ff_map.png
Scale: 2 px per um. Other sequential cells in the stronger grey, the rest of the logic in the fainter grey.
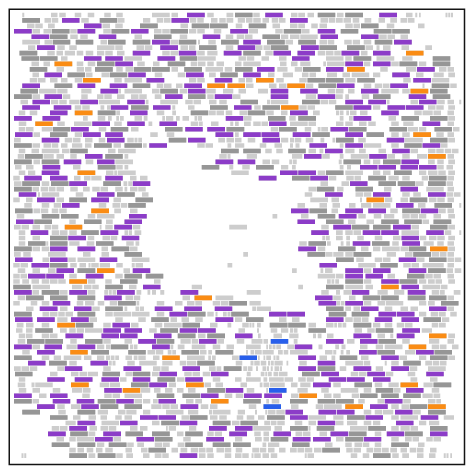
layers.png
Scale: 2 px per um.
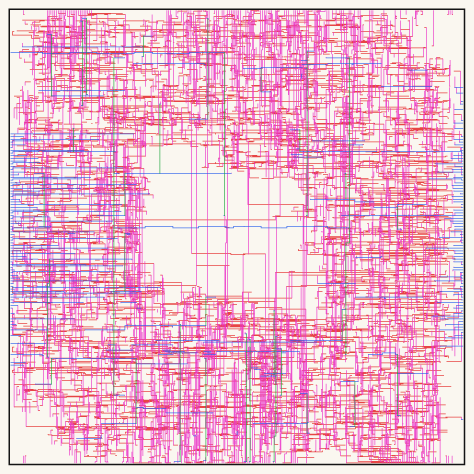
<file path="src/rtl/snapshot_collector.sv">
// snapshot_collector: assembles tagged I/Q beats into an 8-antenna + desired snapshot for an LMS core
// Ports: clk; rst_n async active-low; s_valid/s_ready/s_tag/s_data upstream beats (tag 0..7 antennas, 8 desired);
// hold defers the final commit; xin1..xin8/din registered snapshot; snap_valid one-cycle commit pulse;
// drop_cnt saturating count of discarded partial snapshots, built only when SNAPSHOT_COLLECTOR_DROP_CNT_EN is defined.
module snapshot_collector #(
  parameter int W = 36
) (
  input  logic         clk,
  input  logic         rst_n,
  input  logic         s_valid,
  output logic         s_ready,
  input  logic [3:0]   s_tag,
  input  logic [W-1:0] s_data,
  input  logic         hold,
  output logic [W-1:0] xin1,
  output logic [W-1:0] xin2,
  output logic [W-1:0] xin3,
  output logic [W-1:0] xin4,
  output logic [W-1:0] xin5,
  output logic [W-1:0] xin6,
  output logic [W-1:0] xin7,
  output logic [W-1:0] xin8,
  output logic [W-1:0] din,
  output logic         snap_valid,
  output logic [15:0]  drop_cnt
);
  logic [W-1:0] shadow [9];
  logic [W-1:0] xout [9];
  logic [3:0] idx;
  logic pending, acc, hit, last, commit;
  assign s_ready = rst_n & ~pending;
  assign acc = s_valid & s_ready;
  assign hit = s_tag == idx;
  assign last = acc & hit & (idx == 4'd8);
  // commit straight from the desired beat, or later from the parked copy once hold drops
  assign commit = (last | pending) & ~hold;
  always_ff @(posedge clk or negedge rst_n)
    if (!rst_n) begin
      idx <= '0;
      pending <= 1'b0;
      snap_valid <= 1'b0;
      for (int i = 0; i < 9; i++) begin
        shadow[i] <= '0;
        xout[i] <= '0;
      end
    end else begin
      snap_valid <= commit;
      if (commit) begin
        for (int i = 0; i < 8; i++) xout[i] <= shadow[i];
        xout[8] <= pending ? shadow[8] : s_data;
        pending <= 1'b0;
        idx <= '0;
      end else if (last) begin
        shadow[8] <= s_data;
        pending <= 1'b1;
      end else if (acc & hit) begin
        shadow[idx] <= s_data;
        idx <= idx + 4'd1;
      end else if (acc) begin
        // out-of-order beat: a tag 0 restarts the snapshot, anything else waits for one
        if (s_tag == 4'd0) shadow[0] <= s_data;
        idx <= (s_tag == 4'd0) ? 4'd1 : 4'd0;
      end
    end
  assign xin1 = xout[0];
  assign xin2 = xout[1];
  assign xin3 = xout[2];
  assign xin4 = xout[3];
  assign xin5 = xout[4];
  assign xin6 = xout[5];
  assign xin7 = xout[6];
  assign xin8 = xout[7];
  assign din  = xout[8];
`ifdef SNAPSHOT_COLLECTOR_DROP_CNT_EN
  logic [15:0] drop_q;
  always_ff @(posedge clk or negedge rst_n)
    if (!rst_n) drop_q <= '0;
    else if (acc && !hit && drop_q != 16'hFFFF) drop_q <= drop_q + 16'd1;
  assign drop_cnt = drop_q;
`else
  assign drop_cnt = '0;
`endif
endmodule

</file>
<file path="config.mk">
export PLATFORM = sky130hd
export DESIGN_NAME = snapshot_collector
export DESIGN_NICKNAME = d
export VERILOG_FILES = /design/src/rtl/snapshot_collector.sv
export SDC_FILE = /design/constraint.sdc
export NUM_CORES = 1
export LEC_CHECK = 0
export ABC_CLOCK_PERIOD_IN_PS = 6250
export CORE_UTILIZATION = 50
export DETAILED_ROUTE_END_ITERATION = 10
export PLACE_DENSITY = 0.72
export REMOVE_ABC_BUFFERS = 1
export SETUP_SLACK_MARGIN = 0.02
export SYNTH_ARGS = -nofsm -noshare
export SYNTH_HDL_FRONTEND = slang
export SYNTH_SLANG_ARGS = --single-unit
export TNS_END_PERCENT = 5
</file>
<file path="constraint.sdc">
create_clock -name clk -period 6.25 [get_ports clk]
set_input_delay 0.9375 -clock clk [delete_from_list [all_inputs] [get_ports clk]]
set_output_delay 0.9375 -clock clk [all_outputs]
set_load 0.05 [all_outputs]
</file>
==> impl_metrics.env <==
# flow metrics
export IMPL_vias=14300
export IMPL_firstDrtPassIters=4
export IMPL_routed_wl_um=58400
export IMPL_critical_path_arrival_ps=2650
export IMPL_ys_area_um2=25300
export IMPL_synth_seq_share_pct=64.7
export IMPL_min_period_ps=3590
export IMPL_reg2regPathDepth=6
export IMPL_status="complete, no violations"
export IMPL_use_met3_pct=6.14
export IMPL_root_buffer="clkbuf_16"
export IMPL_comb_area_um2=8270
export IMPL_gp_congestion=0.747
export IMPL_fp_dieArea_um2=51500
export IMPL_die_h_um=227
export IMPL_max_clock_path_buffers=3
export IMPL_dr_first_iter_drc_count=688
export IMPL_synth_top_cell_by_area="dfrtp_1"
export IMPL_period_used_pct=57.4
export IMPL_finalClockSkew_ps=13.9
export IMPL_startpoint_type="input pin"
export IMPL_worst_setup_path_end_kind="primary output"
export IMPL_cts_buffers=67
export IMPL_rsz0062_at_grt="false"
export IMPL_slowest_delay_ps=860
export IMPL_cts_tree="yes"
export IMPL_area_leaders="dfrtp_1 65%, mux2_2 24%, mux2_4 3.6%, o22ai_1 1.8%, buf_4 0.95%"
export IMPL_overflow=0
export IMPL_xor_area_share_pct=0.203
export IMPL_slew_headroom_pct=24.3
export IMPL_yosysMostFrequentCell="dfrtp_1"
export IMPL_top_area_share_pct=64.7
export IMPL_crit_path_max_fanout=96
export IMPL_grt_busiest_layer="met2"
export IMPL_critical_path_class="in2out"
export IMPL_yosys_area_share_adder_pct=0.198
export IMPL_ctsResizeCount=0
Back to the opening pictures, ff_map.png:
| signal | colour | placed flops | where |
|---|---|---|---|
| idx | blue | 4 | bottom centre |
| shadow | purple | 324 | spread over the die |
| xin3 | orange | 36 | spread over the die |
not coloured: 290

Back to the opening pictures, layers.png:
| layer | colour | wire length |
|---|---|---|
| M1 | red | 24.2 mm |
| M2 | magenta | 29.2 mm |
| M4 | green | 1,390 um |
| M3 | blue | 3,700 um |

## layout make-up
class / count / area share (%)
Clock buffer: 99 / 6.45
Clock inverter: 14 / 0.393
Inverter: 5 / 0.0675
Multi-Input combinational cell: 792 / 26.2
Sequential cell: 654 / 51.9
Tap cell: 672 / 2.67
Timing Repair Buffer: 386 / 12.3
## per-stage QoR
step | hold WS [ps] | worst slack [ps] | TNS, ps | total power [mW] | std cells
2_1_floorplan | 460 | -11200 | -2701850 | 4.54 | 1451
3_3_place_gp | 469 | 2230 | 0 | 4.71 | 2509
3_5_place_dp | 477 | 2160 | 0 | 4.73 | 2509
4_1_cts | 390 | 2650 | 0 | 8.65 | 2622
5_1_grt | 424 | 2540 | 0 | 8.85 | 2622
6_report | 363 | 2660 | 0 | 8.55 | 2622
## cells by family after synthesis
logic type               count (synthesis)
flip-flops                             654
multiplexers                           612
buffers and inverters                  139
AND-OR/OR-AND                          118
AND/OR/NAND/NOR                         37
XOR/XNOR                                 5
adder cells (fa/ha/maj)                  4
other                                    1
## worst register-to-register path, stage by stage, from the launching register on
cell     delay, ps
dfrtp_1        490
xnor2_1        290
and4_1         560
nand3_1        220
a21oi_4        690
buf_4          450
mux2_2         390
## sequential cells by signal, summed over array words and instances (netlist names)
register,cells
din,36
idx,4
pending,1
shadow,324
snap_valid,1
xin1,36
xin2,36
xin3,36
xin4,36
xin5,36
xin6,36
xin7,36
xin8,36
## how the worst max path moves through the flow
stage          startpoint           to  slack [ps]  depth (start not counted)
2_1_floorplan    s_tag[3]      xin1[0]      -11200                          6
3_3_place_gp     s_tag[3]  shadow[318]        2230                          7
3_5_place_dp     s_tag[3]  shadow[321]        2160                          7
4_1_cts             rst_n      s_ready        2650                          3
5_1_grt             rst_n      s_ready        2540                          3
6_report            rst_n      s_ready        2660                          3
Power is estimated from default activity; no workload was simulated.
